[config.mk]
export PLATFORM = sky130hd
export DESIGN_NAME = multicycle_ctrl
export DESIGN_NICKNAME = d
export VERILOG_FILES = /design/src/rtl/multicycle_ctrl.sv
export SDC_FILE = /design/constraint.sdc
export NUM_CORES = 1
export LEC_CHECK = 0
export ABC_CLOCK_PERIOD_IN_PS = 4700
export CORE_MARGIN = 10
export CORE_UTILIZATION = 52
export CTS_BUF_LIST = sky130_fd_sc_hd__clkbuf_8 sky130_fd_sc_hd__clkbuf_16
export DETAILED_ROUTE_END_ITERATION = 8
export PLACE_DENSITY = 0.85
export SYNTH_ARGS = -nofsm -noshare
export SYNTH_HDL_FRONTEND = slang
export SYNTH_SLANG_ARGS = --single-unit
[constraint.sdc]
create_clock -name clk -period 4.7 [get_ports clk]
set_input_delay 0.94 -clock clk [delete_from_list [all_inputs] [get_ports clk]]
set_output_delay 0.94 -clock clk [all_outputs]
set_load 0.005 [all_outputs]
[src/rtl/multicycle_ctrl.sv]
// multicycle_ctrl: FETCH/DECODE/EXEC/WB sequencer for a multi-cycle MIPS integer datapath
// Ports: clk, reset_n (async, active-low); run/clear control; opcode/funct from the IR;
// imem_req/imem_ready fetch handshake; ir_write, pc_write, alu_src_b, reg_dst, reg_write,
// alu_op datapath controls; busy/done/trap/err_code status; retired instruction count.
// alu_op encoding: 0 NOP, 1 ADD, 2 ADDU, 3 SUB, 4 SUBU, 5 AND, 6 OR, 7 XOR, 8 SLL, 9 SRL, 10 SRA.
module multicycle_ctrl #(
  parameter int TIMEOUT = 16,
  parameter int CNT_W = 32
) (
  input  logic             clk,
  input  logic             reset_n,
  input  logic             run,
  input  logic             clear,
  input  logic [5:0]       opcode,
  input  logic [5:0]       funct,
  input  logic             imem_ready,
  output logic             imem_req,
  output logic             ir_write,
  output logic             pc_write,
  output logic             alu_src_b,
  output logic             reg_dst,
  output logic             reg_write,
  output logic [3:0]       alu_op,
  output logic             busy,
  output logic             done,
  output logic             trap,
  output logic [1:0]       err_code,
  output logic [CNT_W-1:0] retired
);
  localparam int TW = $clog2(TIMEOUT + 1);
  localparam logic [3:0] NOP = 4'd0, ADD = 4'd1, ADDU = 4'd2, SUB = 4'd3, SUBU = 4'd4,
                         AND = 4'd5, OR = 4'd6, XOR = 4'd7, SLL = 4'd8, SRL = 4'd9, SRA = 4'd10;
  typedef enum logic [2:0] {IDLE, FETCH, DECODE, EXEC, WB, TRAP} state_t;
  state_t state, nxt;
  logic [TW-1:0] cnt;
  logic [3:0] d_op, dec_op;
  logic d_imm, d_ok, dec_imm, halt, exe;
  always_comb begin
    d_op = NOP;
    d_imm = 1'b0;
    d_ok = 1'b1;
    case (opcode)
      6'h00:
        case (funct)
          6'h20: d_op = ADD;
          6'h21: d_op = ADDU;
          6'h22: d_op = SUB;
          6'h23: d_op = SUBU;
          6'h24: d_op = AND;
          6'h25: d_op = OR;
          6'h26: d_op = XOR;
          6'h00: d_op = SLL;
          6'h02: d_op = SRL;
          6'h03: d_op = SRA;
          default: d_ok = 1'b0;
        endcase
      6'h08: begin d_op = ADD; d_imm = 1'b1; end
      6'h09: begin d_op = ADDU; d_imm = 1'b1; end
      6'h0C: begin d_op = AND; d_imm = 1'b1; end
      6'h0D: begin d_op = OR; d_imm = 1'b1; end
      6'h0E: begin d_op = XOR; d_imm = 1'b1; end
      default: d_ok = 1'b0;
    endcase
  end
  assign halt = opcode == 6'h3F;
  always_comb begin
    nxt = state;
    case (state)
      IDLE:    nxt = run ? FETCH : IDLE;
      FETCH:   nxt = imem_ready ? DECODE : (cnt == TW'(TIMEOUT - 1)) ? TRAP : FETCH;
      DECODE:  nxt = halt ? IDLE : d_ok ? EXEC : TRAP;
      EXEC:    nxt = WB;
      WB:      nxt = run ? FETCH : IDLE;
      TRAP:    nxt = clear ? IDLE : TRAP;
      default: nxt = IDLE;
    endcase
  end
  always_ff @(posedge clk or negedge reset_n) begin
    if (!reset_n) begin
      state <= IDLE;
      cnt <= '0;
      dec_op <= NOP;
      dec_imm <= 1'b0;
      err_code <= 2'd0;
      retired <= '0;
    end else begin
      state <= nxt;
      // counter is zero on every entry into FETCH and counts waited cycles there
      cnt <= (state == FETCH) ? cnt + TW'(1) : '0;
      if (state == DECODE) begin
        dec_op <= d_op;
        dec_imm <= d_imm;
      end
      if (state == FETCH && nxt == TRAP) err_code <= 2'd1;
      else if (state == DECODE && nxt == TRAP) err_code <= 2'd2;
      else if (state == TRAP && clear) err_code <= 2'd0;
      if (state == WB) retired <= retired + CNT_W'(1);
    end
  end
  // decoded controls are only presented to the datapath during EXEC and WB
  assign exe = state == EXEC || state == WB;
  assign alu_op = exe ? dec_op : NOP;
  assign alu_src_b = exe & dec_imm;
  assign reg_dst = exe & ~dec_imm;
  assign imem_req = state == FETCH;
  assign ir_write = imem_req & imem_ready;
  assign pc_write = imem_req & imem_ready;
  assign reg_write = state == WB;
  assign busy = state != IDLE && state != TRAP;
  assign done = state == DECODE && halt;
  assign trap = state == TRAP;
endmodule

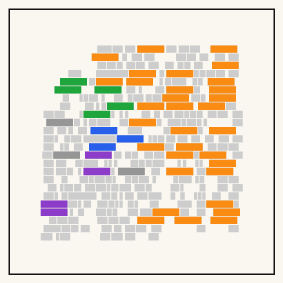
flops_by_reg.png
Drawn at 3 px/um.
Purple stands for dec_op, flops 4. Blue stands for state, flops 3. Green stands for cnt, flops 5. Orange stands for retired, flops 32.
Seq. pwr: 0.000527 W
post-layout utilization of the core: 72.0%
area of all sequential standard cells: 1180 sq um
flop share of the area: 37.0%

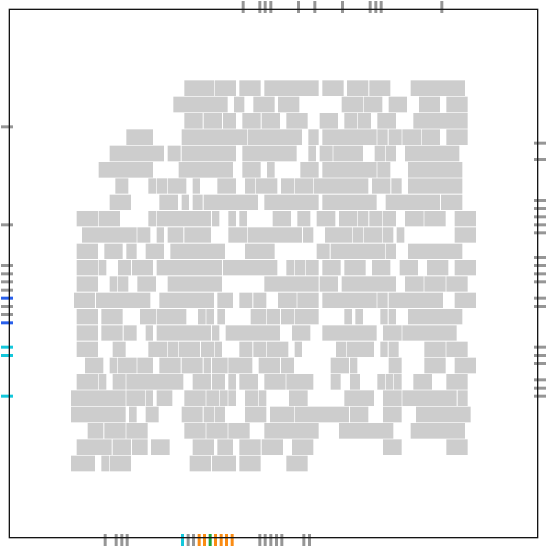
io_placement.png
Drawn at 6 px/um. Pins as bars across the die edge, other pins in gray.
Green stands for done, pins 1, direction output, edge south. Orange stands for opcode, pins 6, direction input, edge south. Blue stands for err_code, pins 2, direction output, edge west. Cyan stands for alu_op, pins 4, direction output, edge 3 west, 1 south.
All pins by edge: 21 south, 19 east, 13 west, 11 north.
overall die height: 87.8 um
number of port buffers: 63
Die X-Extent: 87.8 um

==> summary.rpt <==
=== SYNTHESIS / PLACE & ROUTE SUMMARY ===
----------------------------------------------------
[Status]
  Status ........................ finished, final reports clean

[STA]
  Worst slew slack as a fraction of its limit ........................ 29.0%
  Worst hold-check slack ........................ 0.468 ns
  Finish-stage setup viols ........................ 0
  Total count of max-transition violations in the final report ........................ 0
  Final critical-path required period ........................ 3.31 ns
  Upper clock frequency limit ........................ 302 MHz

[Global route]
  Vias in the first global route ........................ 1,950
  Largest net degree at the start of global routing ........................ 48
  Global-route wire length before repair ........................ 9250 um
  GR Util All Layers ........................ 15.0%
  Sum of overflow across all layers after global routing ........................ 0

[Finish]
  Portion of the layout cell area used by clock cells ........................ 4.17%
  Fraction of area in non-clock buffers ........................ 19.7%
  Non-clock buffers ........................ 63
  Growth of design area from synthesis to finish ........................ 32.8%
  Multi-Input Combinational ........................ 165
  Multi-input gate share of the layout cell area ........................ 36.4%
  Commonest cells after routing, fill and taps aside ........................ 62 x sky130_fd_sc_hd__clkdlybuf4s50_1, 47 x sky130_fd_sc_hd__dfrtp_1, 27 x sky130_fd_sc_hd__xnor2_1, 24 x sky130_fd_sc_hd__nand2_1, 17 x sky130_fd_sc_hd__nand3_1
  Leading registers by flop count ........................ retired x32, cnt x5, dec_op x4
  Filler cell count ........................ 323
  Nets ........................ 308
  Proportion of layout cells with a drive suffix above 1 ........................ 7.61%

[Critical path]
  Largest fanout of any net on the critical path ........................ 6
  Startpoint type of the worst setup path ........................ input pin
  CP Capture Type ........................ output port
  Stages on the worst setup path ........................ 4
  Buffer-and-inverter tally for the worst setup path ........................ 2
  Worst endpoint required time ........................ 3.76 ns
  Crit-path slowest cell ........................ sky130_fd_sc_hd__clkdlybuf4s50_1
  Critical path startpoint ........................ opcode[2]
  Peak per-stage delay on the critical path ........................ 0.57 ns

[Die]
  Die footprint ........................ 7710 sq um
  Count of pins on the block boundary ........................ 64
  Number of tap cells inserted ........................ 52

[Power and ir drop]
  Areal power density over the cells ........................ 379 nW/um^2
  Worst supply voltage drop on vdd ........................ 0.330 mV
  Power, Total ........................ 0.00120 W

[Yosys]
  Top cell type's share of synthesized area ........................ 49.2%
  Most used flip-flop cell ........................ sky130_fd_sc_hd__dfrtp_1
  Top-count cell post-synth ........................ sky130_fd_sc_hd__dfrtp_1
  Gate count of the mapped netlist ........................ 226
  Top post-synthesis cells by count ........................ 47 x sky130_fd_sc_hd__dfrtp_1, 27 x sky130_fd_sc_hd__xnor2_1, 24 x sky130_fd_sc_hd__nand2_1
  Synth Cell Area ........................ 2390 sq um
  Synthesized chip area reported by yosys ........................ 2390 sq um
  Post-synth net total ........................ 246
  Cell count in the Yosys report ........................ 226
  EDFF count, synth ........................ 0
  Area share of fa/ha/maj cells after synthesis ........................ 1.57%
  Combinational family with the most area after synthesis ........................ simple AND/OR/NAND/NOR gates

[Clock network]
  Clock root cell ........................ sky130_fd_sc_hd__clkbuf_8
  Buffer count from post-CTS setup fixing ........................ 0
  Clock Sinks ........................ 47
  Clk buf depth ........................ 2

[Drt]
  Number of optimization iterations in the first detailed-route pass ........................ 4
  Final routed DRC violation total ........................ 0

[Flow run]
  Max-cap violation count ........................ 0

[Hold path]
  Type of the most critical hold path ........................ register to register

----------------------------------------------------
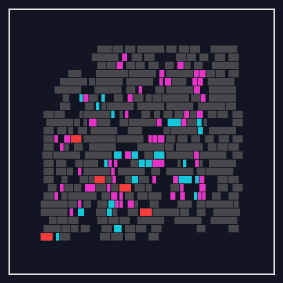
logic_types.png
Drawn at 3 px/um.
Cyan stands for nor cells, cells 23. Red stands for mux cells, cells 5. Magenta stands for nand cells, cells 56.
most common logic cell in the routed design: sky130_fd_sc_hd__clkdlybuf4s50_1
final standard cell count with taps included and fillers excluded: 341

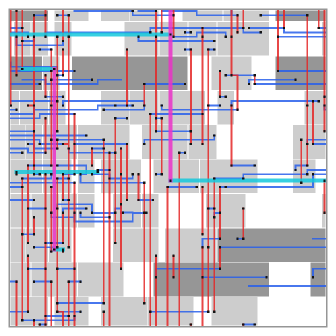
detail.png
Window x 31 to 56, y 14 to 39 um. Cells in gray, sequential cells in the stronger gray; small squares are vias.
Cyan stands for metal 3. Blue stands for metal 1. Red stands for metal 2. Magenta stands for metal 4.
Netlist names of flops here include retired (2), dec_imm (1). Sequential cells in the window: 3. Most frequent: clkdlybuf4s50_1 (10), nand2_1 (9). 49 logic cells have their middle in the window.

==> routing by layer <==
layer  vias up  wire length (um)  track usage, %
li1        909                 -               -
met1       903              2210            16.0
met2        51              2880            26.1
met3        11               503            6.50
met4         0                90            4.93
met5         -                 0               0
==> report_power, final <==
part / internal (W) / leakage (nW) / switching (W) / total [W]
registers: 0.000460 / 0.641 / 0.0000666 / 0.000527
logic: 0.000189 / 0.650 / 0.000142 / 0.000331
clock network: 0.000210 / 0.0695 / 0.000135 / 0.000345
total: 0.000860 / 1.36 / 0.000344 / 0.00120
==> metrics by stage <==
stage                     cells  setup WS (ns)  cell area (sq um)
after global placement      333           1.42               3040
after detailed placement    333           1.39               3040
after floorplan             226           2.41               2390
after CTS                   341           1.39               3180
final                       341           1.39               3180
after global routing        341           1.28               3180
Power and IR drop assume default switching activity.
